### src/rtl/bcd_display_ctrl_if.sv
// Handshake and display bundle for bcd_display_ctrl.
//   Start, Value      : conversion request and binary operand (master -> slave)
//   Busy, Done        : conversion status (slave -> master)
//   BCD               : latched result, [11:8] hundreds, [7:4] tens, [3:0] ones
//   HEX2, HEX1, HEX0  : active-high seven-segment drive, bit 0 = a ... bit 6 = g
interface bcd_display_ctrl_if #(
    parameter int WIDTH = 8
);
    logic             Start;
    logic [WIDTH-1:0] Value;
    logic             Busy;
    logic             Done;
    logic [11:0]      BCD;
    logic [6:0]       HEX2;
    logic [6:0]       HEX1;
    logic [6:0]       HEX0;

    modport master (
        output Start, Value,
        input  Busy, Done, BCD, HEX2, HEX1, HEX0
    );

    modport slave (
        input  Start, Value,
        output Busy, Done, BCD, HEX2, HEX1, HEX0
    );
endinterface

### src/rtl/bcd_display_ctrl.sv
// Sequential binary-to-BCD converter (shift-and-add-3, one bit per clock)
// driving three leading-zero-blanked seven-segment digits.
//   Clock  : rising-edge clock
//   Resetn : asynchronous reset, active-low
//   bus    : slave side of bcd_display_ctrl_if (Start/Value in; Busy/Done,
//            BCD and HEX2..HEX0 out)
//
//   state | meaning
//   ------+------------------------------------------------------------
//   IDLE  | waiting for Start; operand captured on the accepting edge
//   SHIFT | one adjust+shift step per edge, Busy high
//   DONE  | result just latched, Done high for one cycle
module bcd_display_ctrl #(
    parameter int WIDTH = 8
) (
    input  logic                Clock,
    input  logic                Resetn,
    bcd_display_ctrl_if.slave   bus
);
    typedef enum logic [1:0] {
        IDLE  = 2'd0,
        SHIFT = 2'd1,
        DONE  = 2'd2
    } state_t;

    state_t           state_q, state_d;
    logic [3:0]       cnt_q, cnt_d;
    logic [WIDTH-1:0] shreg_q, shreg_d;
    logic [11:0]      scratch_q, scratch_d;
    logic [11:0]      bcd_q, bcd_d;
    logic [11:0]      adj;
    logic [11:0]      shifted;

    function automatic logic [3:0] add3(input logic [3:0] d);
        return (d >= 4'd5) ? d + 4'd3 : d;
    endfunction

    function automatic logic [6:0] seg7(input logic [3:0] d);
        case (d)
            4'd0:    return 7'h3F;
            4'd1:    return 7'h06;
            4'd2:    return 7'h5B;
            4'd3:    return 7'h4F;
            4'd4:    return 7'h66;
            4'd5:    return 7'h6D;
            4'd6:    return 7'h7D;
            4'd7:    return 7'h07;
            4'd8:    return 7'h7F;
            4'd9:    return 7'h6F;
            default: return 7'h00;
        endcase
    endfunction

    always_ff @(posedge Clock or negedge Resetn) begin
        if (!Resetn) begin
            state_q   <= IDLE;
            cnt_q     <= '0;
            shreg_q   <= '0;
            scratch_q <= '0;
            bcd_q     <= '0;
        end else begin
            state_q   <= state_d;
            cnt_q     <= cnt_d;
            shreg_q   <= shreg_d;
            scratch_q <= scratch_d;
            bcd_q     <= bcd_d;
        end
    end

    // Scratch digits stay <= 9 for WIDTH <= 9, so the adjusted top bit is
    // always zero and is safely dropped by the shift.
    always_comb begin
        adj     = {add3(scratch_q[11:8]), add3(scratch_q[7:4]), add3(scratch_q[3:0])};
        shifted = {adj[10:0], shreg_q[WIDTH-1]};
    end

    always_comb begin
        state_d   = state_q;
        cnt_d     = cnt_q;
        shreg_d   = shreg_q;
        scratch_d = scratch_q;
        bcd_d     = bcd_q;
        case (state_q)
            IDLE: begin
                if (bus.Start) begin
                    state_d   = SHIFT;
                    shreg_d   = bus.Value;
                    scratch_d = '0;
                    cnt_d     = 4'(WIDTH);
                end
            end
            SHIFT: begin
                scratch_d = shifted;
                shreg_d   = {shreg_q[WIDTH-2:0], 1'b0};
                cnt_d     = cnt_q - 4'd1;
                if (cnt_q == 4'd1) begin
                    state_d = DONE;
                    bcd_d   = shifted;
                end
            end
            DONE: begin
                state_d = IDLE;
            end
            default: begin
                state_d = IDLE;
            end
        endcase
    end

    always_comb begin
        bus.Busy = (state_q == SHIFT);
        bus.Done = (state_q == DONE);
        bus.BCD  = bcd_q;
        bus.HEX0 = seg7(bcd_q[3:0]);
        bus.HEX1 = seg7(bcd_q[7:4]);
        bus.HEX2 = seg7(bcd_q[11:8]);
        if (bcd_q[11:8] == 4'd0) begin
            bus.HEX2 = 7'h00;
            if (bcd_q[7:4] == 4'd0) begin
                bus.HEX1 = 7'h00;
            end
        end
    end
endmodule

### src/flat_wrapper.sv
// flat-port wrapper written by rule: the top's interface ports become plain ports
module bcd_display_ctrl_flat 
#(
    parameter int WIDTH = 8
)
  (Clock, Resetn, bus_Start, bus_Value, bus_Busy, bus_Done, bus_BCD, bus_HEX2, bus_HEX1, bus_HEX0);
  bcd_display_ctrl_if #(.WIDTH(WIDTH)) bus_i ();
  input  logic Clock;
  input  logic Resetn;
  input wire logic [$bits(bus_i.Start)-1:0] bus_Start;
  input wire logic [$bits(bus_i.Value)-1:0] bus_Value;
  output wire logic [$bits(bus_i.Busy)-1:0] bus_Busy;
  output wire logic [$bits(bus_i.Done)-1:0] bus_Done;
  output wire logic [$bits(bus_i.BCD)-1:0] bus_BCD;
  output wire logic [$bits(bus_i.HEX2)-1:0] bus_HEX2;
  output wire logic [$bits(bus_i.HEX1)-1:0] bus_HEX1;
  output wire logic [$bits(bus_i.HEX0)-1:0] bus_HEX0;
  assign bus_i.Start = bus_Start;
  assign bus_i.Value = bus_Value;
  assign bus_Busy = bus_i.Busy;
  assign bus_Done = bus_i.Done;
  assign bus_BCD = bus_i.BCD;
  assign bus_HEX2 = bus_i.HEX2;
  assign bus_HEX1 = bus_i.HEX1;
  assign bus_HEX0 = bus_i.HEX0;
  bcd_display_ctrl #(.WIDTH(WIDTH)) u_core (.Clock(Clock), .Resetn(Resetn), .bus(bus_i));
endmodule
### config.mk
export PLATFORM = sky130hd
export DESIGN_NAME = bcd_display_ctrl_flat
export DESIGN_NICKNAME = d
export VERILOG_FILES = /design/src/rtl/bcd_display_ctrl_if.sv /design/src/rtl/bcd_display_ctrl.sv /design/src/flat_wrapper.sv
export SDC_FILE = /design/constraint.sdc
export NUM_CORES = 1
export LEC_CHECK = 0
export CORE_ASPECT_RATIO = 0.9
export CORE_MARGIN = 2
export CORE_UTILIZATION = 57
export DETAILED_ROUTE_END_ITERATION = 10
export GPL_TIMING_DRIVEN = 1
export HOLD_SLACK_MARGIN = 0.1
export PLACE_DENSITY_LB_ADDON = 0.15
export SYNTH_ARGS = -nofsm -noshare
export SYNTH_HDL_FRONTEND = slang
export SYNTH_SLANG_ARGS = --single-unit
### constraint.sdc
create_clock -name Clock -period 2.15 [get_ports Clock]
set_input_delay 0.3225 -clock Clock [delete_from_list [all_inputs] [get_ports Clock]]
set_output_delay 0.3225 -clock Clock [all_outputs]
set_load 0.01 [all_outputs]
**Run 1: power grid**

Bar = 20 um. Pins as bars on the die edge.
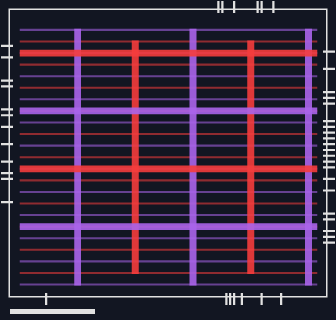
- VSS: purple
- VDD: red
- signal pins: 46
- rows: 22
- met4 straps: 5

**Run 1: cell classes on the final placement**

Fill, decap, tap and diode cells in grey.
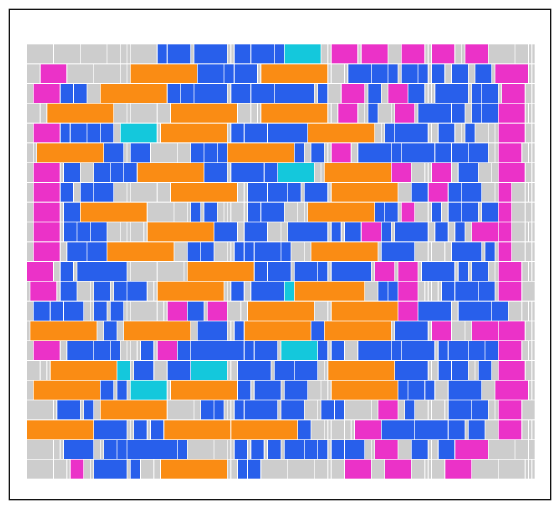
- clock drivers and dummy loads: cyan (cells 8; share of their area 2.9%)
- all other logic: blue (cells 221; share of their area 49%)
- other buffers and delay cells: magenta (cells 62; share of their area 17%)
- flip-flops: orange (cells 38; share of their area 31%)

**Run 1: clock network drawn from the DEF**

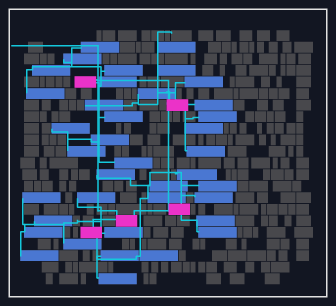
- cells driving clock nets: magenta (count 5)
- flip-flops: blue (count 38)
- clock wires: cyan (length 450 um)
- routed clock nets: 6

==> results.txt, run 1 <==
Flow results are below.

- The highest clock rate this design can be run at is 480 MHz.
- The fraction of cell area in sequential cells is reported as 0.299.
- CTS reports a maximum clock tree buffer depth of 2.
- Setup repair after global routing could not meet its margin everywhere.
- The flip-flop cell with the highest count after synthesis is dfrtp_1, for reference.
- The combinational share of cell area is 0.449, for reference.
- The number of max-cap violations is 0, for reference.
- At the end of routability-driven placement, the weighted congestion stood at 0.852.
- In the global route stage, met2 resource usage came out at 0.392.
- The top cell type by instance count after synthesis is dfrtp_1, for reference.
- The placement stage leaves a total instance area of 3100 um^2.
- The number of standard cells reported by yosys is 271, for reference.
- The STA report counts the stages on the worst setup path as 7.
- STA shows the worst reg2reg path with a cell count of 6.
- The initial antenna violation count was 0.
- The power report attributes to the sequential group a share of 0.257.
- The routed length on met1 is 2340 um, for reference.
- The combined flip-flop and latch cell area is 952 um^2, for reference.
- Per the detail_route report, routed wire per instance is 12.9 um.
- From synthesis to final layout, the design area changed by 25.7%.
- In the placement report, post-DP HPWL is listed as 3780 um.
- Clock skew on the completed layout was measured at 4.74 ps.
- The wire length of the first global-routing pass is 8750 um, for reference.
- After synthesis, the cell types taking the most area are dfrtp_1, ha_1, o21ai_0.
- The delay of the slowest critical-path stage is 390 ps, for reference.
- The number of nets at the end of the flow is 363, for reference.
- In this run, power in the clock network comes to 0.496 mW.
- In this run, the synthesized area fraction spent on adder and majority cells is recorded as 0.119.
- The number of gates resized after cts is 23, for reference.
- The count of TritonRoute iterations in the first routing pass is 4, for reference.
- Per the timing report, the most critical flop-to-flop path finishes at u_core.bus.BCD[2]$_DFFE_PN0P_.
- The CTS buffer count is 5, for reference.
- The number of warnings reported in the stage logs is 44.
- The endpoint kind of the worst setup timing path is an output port, for reference.
- The number of library cell types mapped by synthesis is 41, for reference.
- Per the layout area report, the combinational gate area comes to 1430 um^2.
- The synthesis report gives the async set-or-reset register share as 1.00.
- Per the OpenROAD floorplan log, the area of the die is 4990 um^2.
- The proportion of cell area spent on the clock network is 0.0287, for reference.
- The run finished with clean final reports.
- The number of ports placed on the die boundary is 46, for reference.
- Measured along the x axis, the die boundary spans 74.3 um.
==> run 2, diff against run 1 <==
Clock period 2.15 ns to 2.5 ns, I/O delays scaled along.
**Run 2: cell classes on the final placement**

Fill, decap, tap and diode cells in grey.
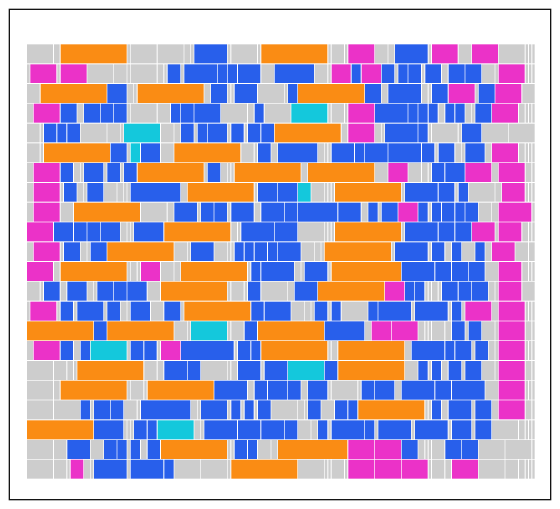
- all other logic: blue (cells 221; share of their area 49%)
- flip-flops: orange (cells 38; share of their area 31%)
- clock drivers and dummy loads: cyan (cells 8; share of their area 3.0%)
- other buffers and delay cells: magenta (cells 53; share of their area 16%)

**Run 2: clock network drawn from the DEF**

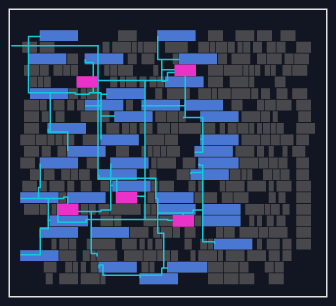
- cells driving clock nets: magenta (count 5)
- clock wires: cyan (length 468 um)
- flip-flops: blue (count 38)
- routed clock nets: 6

**Run 2: power grid**

Bar = 20 um. Pins as bars on the die edge.
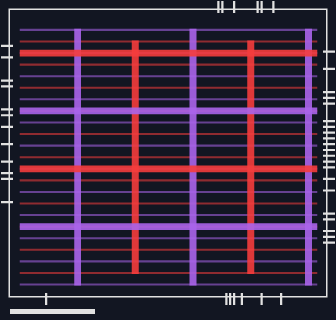
- VSS: purple
- VDD: red
- rows: 22
- met5 straps: 4
- met4 straps: 5
- met1 rails: 23

==> run 2 against run 1 <==
Clock power fell by 13%. Flip-flop count unchanged. Core utilization shrank 1.2 points. Hold slack better by 54 ps. Routed wire length shrank 0.40%. Cell count decreased by 2.3%. Critical path depth decreased by 1. Sequential share of layout area increased by 0.52 points. Cell area shrank 1.6%. Count of clock-buffer cells in the layout stayed put.
==> results.txt, run 2 <==
Flow results are below.

- The total number of cells along the worst setup path is 6 (was 7), for reference.
- The combinational share of cell area is 0.452 (was 0.449), for reference.
- Top area cells in the synthesized netlist: dfrtp_1, ha_1, o21ai_0 (unchanged).
- The number of standard cells reported by yosys is 271 (unchanged), for reference.
- The maximum buffer depth of the clock tree came to 2 (unchanged).
- The number of library cell types mapped by synthesis is 41 (unchanged).
- RSZ-0062 raised after global routing: no (was yes).
- The wire length of the first global-routing pass was 8600 um (was 8750 um).
- The number of ports placed on the die boundary came to 46 (unchanged).
- The number of max-cap violations is 0 (unchanged), for reference.
- The routed length on met1 came to 2320 um (was 2340 um).
- The count of TritonRoute iterations in the first routing pass was 4 (unchanged).
- The sequential fraction of total cell area is 0.304 (was 0.299).
- Outcome: completed (unchanged).
- The number of OpenROAD warnings came to 43 (was 44).
- The initial antenna violation count came to 0 (unchanged).
- The HPWL reported at the end of detailed placement was 3590 um (was 3780 um).
- The area of the chip is 4990 um^2 (unchanged), for reference.
- The top cell type by instance count after synthesis is dfrtp_1 (unchanged), for reference.
- The total clock network power is 0.433 mW (was 0.496 mW).
- The number of gates resized after cts is 8 (was 23), for reference.
Power is estimated from default activity; no workload was simulated.
